### M1 wires, run 1

Scale bar: 50 um. Supply wires on this layer in gray.
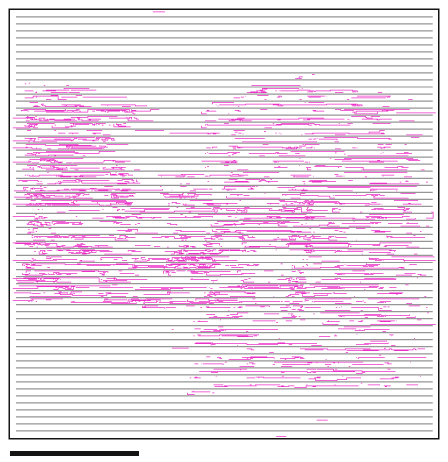
### Selected gate families, run 1

Scale bar: 50 um.
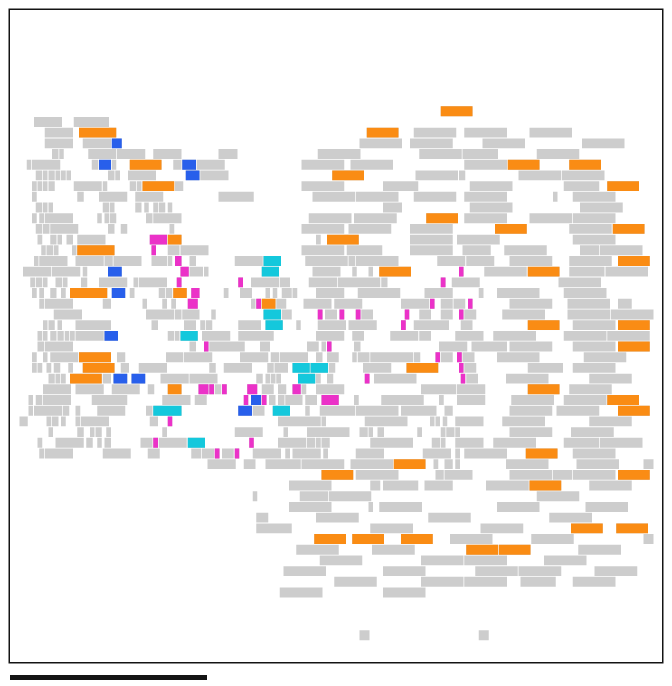
### Track usage over the die, run 1

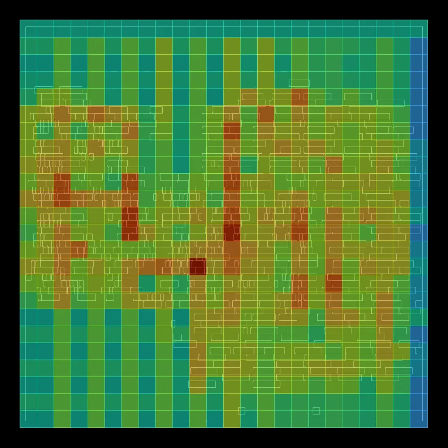
File: config.mk
export PLATFORM = sky130hd
export DESIGN_NAME = router_port
export DESIGN_NICKNAME = d
export VERILOG_FILES = /design/src/rtl/router_port.sv
export SDC_FILE = /design/constraint.sdc
export NUM_CORES = 1
export LEC_CHECK = 0
export ABC_AREA = 0
export CAP_MARGIN = 15
export CORE_MARGIN = 2
export CORE_UTILIZATION = 31
export DETAILED_ROUTE_END_ITERATION = 12
export DONT_BUFFER_PORTS = 1
export GPL_TIMING_DRIVEN = 0
export PLACE_DENSITY_LB_ADDON = 0.3
export SLEW_MARGIN = 15
export SYNTH_ARGS = -nofsm -noshare
export SYNTH_HDL_FRONTEND = slang
export SYNTH_SLANG_ARGS = --single-unit
File: constraint.sdc
create_clock -name clock -period 2.9 [get_ports clock]
set_input_delay 0.435 -clock clock [delete_from_list [all_inputs] [get_ports clock]]
set_output_delay 0.435 -clock clock [all_outputs]
set_load 0.01 [all_outputs]
File: src/rtl/router_port.sv
// Router-side port for one Node: byte-serial Rx deserializer feeding a packet FIFO,
// and a Tx serializer sending one 32-bit packet MSB byte first.
//
// state   | meaning
// RX_IDLE | waiting for the first byte of a packet (free when buffer has room)
// RX_RECV | collecting bytes 2..0 of the current packet
// TX_IDLE | no packet held, tx_ready high
// TX_WAIT | packet latched, waiting for free_from_node
// TX_SEND | driving the four bytes to the Node
module router_port #(
    parameter int DEPTH = 4
) (
    input  logic                       clock,
    input  logic                       reset_n,
    output logic                       free_to_node,
    input  logic                       put_from_node,
    input  logic [7:0]                 payload_from_node,
    output logic                       pkt_valid,
    output logic [31:0]                pkt_data,
    output logic [3:0]                 pkt_dest,
    input  logic                       pkt_ready,
    output logic [$clog2(DEPTH):0]     rx_count,
    output logic                       rx_overflow,
    input  logic                       tx_valid,
    input  logic [31:0]                tx_pkt,
    output logic                       tx_ready,
    input  logic                       free_from_node,
    output logic                       put_to_node,
    output logic [7:0]                 payload_to_node
);
    localparam int PW = $clog2(DEPTH);
    localparam int CW = PW + 1;
    localparam logic [CW-1:0] FULL = CW'(DEPTH);

    typedef enum logic {RX_IDLE, RX_RECV} rx_state_t;
    typedef enum logic [1:0] {TX_IDLE, TX_WAIT, TX_SEND} tx_state_t;

    rx_state_t       rx_state, rx_next;
    logic [1:0]      rx_idx;
    logic [31:0]     rx_asm;
    logic            rx_drop;
    logic            rx_start, rx_take, rx_push, rx_ovf_hit, rx_pop;
    logic [31:0]     mem [DEPTH];
    logic [PW-1:0]   wr_ptr, rd_ptr;
    logic [CW-1:0]   count;

    tx_state_t       tx_state, tx_next;
    logic [31:0]     tx_buf;
    logic [1:0]      tx_left;
    logic            tx_load, tx_fire, tx_shift, tx_end;

    always_ff @(posedge clock) begin
        if (!reset_n) begin
            rx_state <= RX_IDLE;
            tx_state <= TX_IDLE;
        end else begin
            rx_state <= rx_next;
            tx_state <= tx_next;
        end
    end

    always_comb begin
        rx_next    = rx_state;
        rx_start   = 1'b0;
        rx_take    = 1'b0;
        rx_push    = 1'b0;
        rx_ovf_hit = 1'b0;
        case (rx_state)
            RX_IDLE: begin
                // after an overflow, the rest of that burst is dropped until put goes low
                if (put_from_node && !rx_drop) begin
                    if (count != FULL) begin
                        rx_start = 1'b1;
                        rx_next  = RX_RECV;
                    end else begin
                        rx_ovf_hit = 1'b1;
                    end
                end
            end
            RX_RECV: begin
                if (put_from_node) begin
                    rx_take = 1'b1;
                    if (rx_idx == 2'd0) begin
                        rx_push = 1'b1;
                        rx_next = RX_IDLE;
                    end
                end
            end
            default: rx_next = RX_IDLE;
        endcase
    end

    assign rx_pop       = (count != '0) && pkt_ready;
    assign free_to_node = (rx_state == RX_IDLE) && (count != FULL);
    assign pkt_valid    = (count != '0);
    assign pkt_data     = mem[rd_ptr];
    assign pkt_dest     = pkt_data[27:24];
    assign rx_count     = count;

    always_ff @(posedge clock) begin
        if (!reset_n) begin
            rx_idx      <= 2'd3;
            rx_asm      <= '0;
            rx_drop     <= 1'b0;
            rx_overflow <= 1'b0;
            wr_ptr      <= '0;
            rd_ptr      <= '0;
            count       <= '0;
        end else begin
            if (!put_from_node)  rx_drop <= 1'b0;
            else if (rx_ovf_hit) rx_drop <= 1'b1;
            if (rx_ovf_hit) rx_overflow <= 1'b1;
            if (rx_start) begin
                rx_asm[31:24] <= payload_from_node;
                rx_idx        <= 2'd2;
            end
            if (rx_take) begin
                rx_asm[{rx_idx, 3'b000} +: 8] <= payload_from_node;
                rx_idx <= (rx_idx == 2'd0) ? 2'd3 : rx_idx - 2'd1;
            end
            if (rx_push) wr_ptr <= wr_ptr + 1'b1;
            if (rx_pop)  rd_ptr <= rd_ptr + 1'b1;
            if (rx_push && !rx_pop)      count <= count + 1'b1;
            else if (!rx_push && rx_pop) count <= count - 1'b1;
        end
    end

    always_ff @(posedge clock) begin
        if (reset_n && rx_push) mem[wr_ptr] <= {rx_asm[31:8], payload_from_node};
    end

    always_comb begin
        tx_next  = tx_state;
        tx_load  = 1'b0;
        tx_fire  = 1'b0;
        tx_shift = 1'b0;
        tx_end   = 1'b0;
        case (tx_state)
            TX_IDLE: if (tx_valid) begin
                tx_load = 1'b1;
                tx_next = TX_WAIT;
            end
            TX_WAIT: if (free_from_node) begin
                tx_fire = 1'b1;
                tx_next = TX_SEND;
            end
            TX_SEND: begin
                if (tx_left == 2'd0) begin
                    tx_end  = 1'b1;
                    tx_next = TX_IDLE;
                end else begin
                    tx_shift = 1'b1;
                end
            end
            default: tx_next = TX_IDLE;
        endcase
    end

    assign tx_ready = (tx_state == TX_IDLE);

    always_ff @(posedge clock) begin
        if (!reset_n) begin
            tx_buf          <= '0;
            tx_left         <= 2'd0;
            put_to_node     <= 1'b0;
            payload_to_node <= 8'h00;
        end else begin
            if (tx_load) tx_buf <= tx_pkt;
            // tx_left counts bytes still to drive after the one currently on the link
            if (tx_fire) begin
                put_to_node     <= 1'b1;
                payload_to_node <= tx_buf[31:24];
                tx_left         <= 2'd3;
            end
            if (tx_shift) begin
                payload_to_node <= tx_buf[{tx_left - 2'd1, 3'b000} +: 8];
                tx_left         <= tx_left - 2'd1;
            end
            if (tx_end) put_to_node <= 1'b0;
        end
    end
endmodule
==> flow_summary.yaml, run 1 <==
# implementation run metrics
synthesis:
  syn-mean-instance-area_um2: 14.74
  syn_nets: 608
  synth_seq_share_pct: 67.81
  top_cells_by_count: "sky130_fd_sc_hd__edfxtp_1, sky130_fd_sc_hd__nand2_1, sky130_fd_sc_hd__dfxtp_1"
  yosys.stat.chipArea_um2: 8119
worst_setup_path:
  crit_type: "reg -> out"
  rr_startpoint: "rx_idx[0]$_SDFFE_PN1P_"
  crit_arrival_ns: 2.26
  ff2ff_path_depth: 10
cells_and_area:
  antenna_cells_inserted: 0
timing:
  final_tally_of_max_slew_violations: 0
  setup_tns_ns: 0
  grt_setup_unrepaired: "no"
  finalWorstSetupSlack_ns: 0.2084
grt:
  grt_pass1_vias: 4887
worst_hold_path:
  min-delay-start: "payload_from_node[7]"
  worst_hold_path_endpoint: "mem[2][7]$_DFFE_PP_"
placed_design:
  post-place-ws_ns: 0.2569
  placedInstanceArea_um2: 8623
clock_tree:
  clockRootBuffer: "sky130_fd_sc_hd__clkbuf_16"
  postCtsHoldBufs: 0
  cts.path.max_buffers: 3
  cts.sinks: 211
power_and_ir_drop:
  power_per_cell_area_nw_per_um2: 741.8
  ir_drop_uv: 351.6
status:
  run_status: "finished clean"
Back to the opening pictures, 'M1 wires':
- longest straight run: 47.1 um
- share of all routed wire: 42%
- main direction: horizontal
- nets with wire on the layer: 597
- wire length on this layer: 7480 um
wire length after detailed routing: 17640 um
count of vias placed by the detailed router: 4654
met1 layer usage reported by global route: 16.13%

Back to the opening pictures, 'Selected gate families':
- nor cells: magenta (cells 39; most used nor2_1)
- fa/ha/maj cells: cyan (cells 11; most used ha_1; where center)
- mux cells: orange (cells 44; most used mux4_2)
- non-inverting ao/oa cells: blue (cells 11; most used a221o_1)
non-filler instance count after layout: 929
fraction of area in multi-input gates: 25.65%
most common cell after layout, fill and taps aside: sky130_fd_sc_hd__edfxtp_1

Back to the opening pictures, 'Track usage over the die':
met3 usage in global routing: 3.480%
met2 track demand over resource: 21.43%
final routed wire length divided by cell count: 18.99 um

-- run 1: area by class of cell --
| class | instances | area (um2) |
|---|---|---|
| timing repair buffer | 5 | 90.09 |
| buffer | 38 | 186.4 |
| clock inverter | 9 | 108.9 |
| fill | 2457 | 16550 |
| sequential | 211 | 5505 |
| clock buffer | 29 | 616.8 |
| inverter | 9 | 33.78 |
| multi-input combinational | 293 | 2401 |
| tap | 335 | 419.2 |
-- run 1: logic make-up after synthesis --
logic type	synth area share (%)
xor+xnor	0.5393
flops	67.81
mux	11.73
compound gates	7.135
simple gates	8.322
buf+inv	2.681
fa+ha+maj	1.788
-- run 1: state kept, by name (all words and copies together), names as in the netlist, named ones only --
signal           count
mem                128
payload_to_node      8
rx_idx               2
wr_ptr               2
tx_buf              32
rx_state             1
tx_left              2
put_to_node          1
rx_drop              1
rx_asm               8
rx_count             3
rx_overflow          1
tx_state             2
rd_ptr               2
-- run 1: power by group --
part | internal, uW | leakage (uW) | switching (uW)
logic | 302 | 0.000959 | 424
registers | 3280 | 0.00185 | 129
clock network | 1680 | 0.000360 | 1130
total | 5260 | 0.00317 | 1690
-- run 1: layer usage --
metal | global-route usage [%] | vias up
li1 | - | 2147
met1 | 16.13 | 2323
met2 | 21.43 | 151
met3 | 3.480 | 33
met4 | 4.008 | 0
met5 | 0 | -
-- run 1: worst reg2reg max path: cells and delay by family (launching register included) --
kind                       cells  cell delay [ns]
AOI/OAI and AO/OA              1             0.15
adders and majority gates      3             0.90
xor gates and xnor gates       1             0.18
and+or+nand+nor                2             0.49
buffers and inverters          3             0.49
DFF                            1             0.38
==> run 2, diff against run 1 <==
CAP_MARGIN = unset   (was 15)
HOLD_SLACK_MARGIN = 0.03   (was unset)
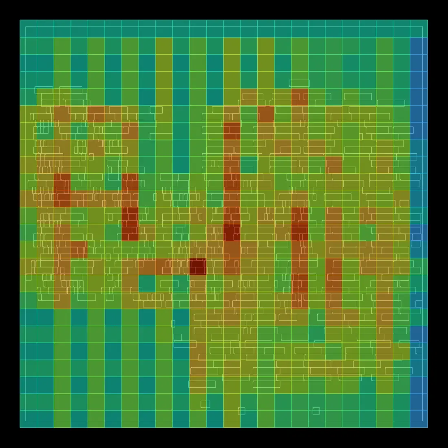
*Track usage over the die, run 2*
Util after Layout: 36.40%
final routed wire length divided by cell count: 18.98 um

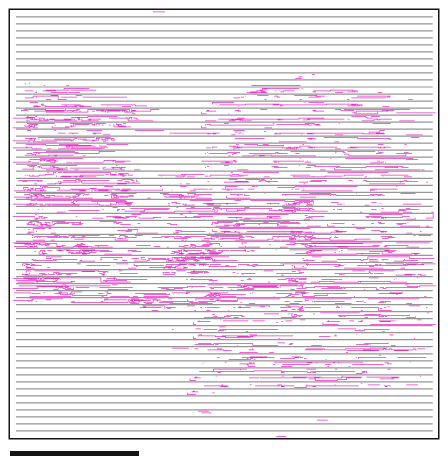
*M1 wires, run 2*
Scale bar: 50 um. Supply wires on this layer in gray.
- longest straight run: 35.0 um
- share of all routed wire: 42%

==> flow_summary.yaml, run 2 <==
# implementation run metrics
grt:
  groute.layer.met1.usage_pct: 16.21
  grt_pass1_vias: 4932
  gr-usage-met3_pct: 3.575
  met2_usage_pct: 21.67
  grt.busiest_layer: "met2"
  grt_max_degree: 26
synthesis:
  top_cells_by_count: "sky130_fd_sc_hd__edfxtp_1, sky130_fd_sc_hd__nand2_1, sky130_fd_sc_hd__dfxtp_1"
  yosys.stat.chipArea_um2: 8119
  syn_nets: 608
  syn-mean-instance-area_um2: 14.74
cells_and_area:
  filler_cell_count: 2452
  fin_cells: 936
  max_ffs_per_register: 128
  final_layout_top_logic_cell: "sky130_fd_sc_hd__edfxtp_1"
  top_regs: "mem x128, tx_buf x32"
  regMostFlops: "mem"
  antenna_cells_inserted: 0
clock_tree:
  cts.path.max_buffers: 3
  cts.sinks: 211
timing:
  final-hold-violation-count: 0
  grt_setup_unrepaired: "no"
  finalWorstSetupSlack_ns: 0.1943
  final_tally_of_max_slew_violations: 0
detailed_routing:
  route.vias.total: 4659
worst_setup_path:
  crit_arrival_ns: 2.27
power_and_ir_drop:
  power_per_cell_area_nw_per_um2: 737.1
  ir_drop_uv: 349.8
placed_design:
  post-place-ws_ns: 0.2569
  placedInstanceArea_um2: 8623
status:
  run_status: "finished clean"
## run 2: where the power goes
part	total, uW	internal [uW]	switching, uW
clock	2810	1680	1130
combinational	739	309	431
sequential	3410	3280	129
total	6950	5260	1690
## run 2: logic make-up after synthesis
kind of cell               synth area share, %
buffers and inverters                    2.681
and+or+nand+nor                          8.322
muxes                                    11.73
DFF                                      67.81
AOI/OAI and AO/OA                        7.135
adders and majority gates                1.788
xor gates and xnor gates                0.5393
## run 2: final timing paths
path / start / end / depth (start not counted)
worst max-delay path: flip-flop / pkt_dest[0] / 4
worst min-delay path: tx_pkt[2] / tx_buf[2]$_SDFFE_PN0P_ / 2
worst max register to register: rx_idx[0]$_SDFFE_PN1P_ / rx_count[2]$_SDFFE_PN0P_ / 10
worst min register to register: tx_buf[16]$_SDFFE_PN0P_ / tx_buf[16]$_SDFFE_PN0P_ / 2
## run 2: what timing repair did
item                                    4_1_cts  5_1_grt
hold buffers                                  8        0
endpoints found under the setup margin        0        4
endpoints found under the hold margin        32        0
resized                                       0        1
## run 2: layout make-up
| cell class | count | area, um2 | share of cell area [%] |
|---|---|---|---|
| clock buffers | 29 | 616.8 | 6.540 |
| inverters | 9 | 33.78 | 0.3582 |
| clock inverters | 9 | 108.9 | 1.154 |
| multi-input cells | 293 | 2401 | 25.46 |
| repair buffers | 12 | 160.2 | 1.698 |
| plain buffers | 38 | 186.4 | 1.977 |
| well taps | 335 | 419.2 | 4.444 |
| flip-flops and latches | 211 | 5505 | 58.37 |
## run 2: through the flow
stage | total power (uW) | hold slack (ns)
after CTS | 7033 | 0.05086
after global routing | 7245 | 0.05883
final | 6952 | 0.06408
after global placement | 4173 | 0.4402
after floorplan | 4002 | 0.4315
after detailed placement | 4204 | 0.4462
Power is estimated from default activity; no workload was simulated.
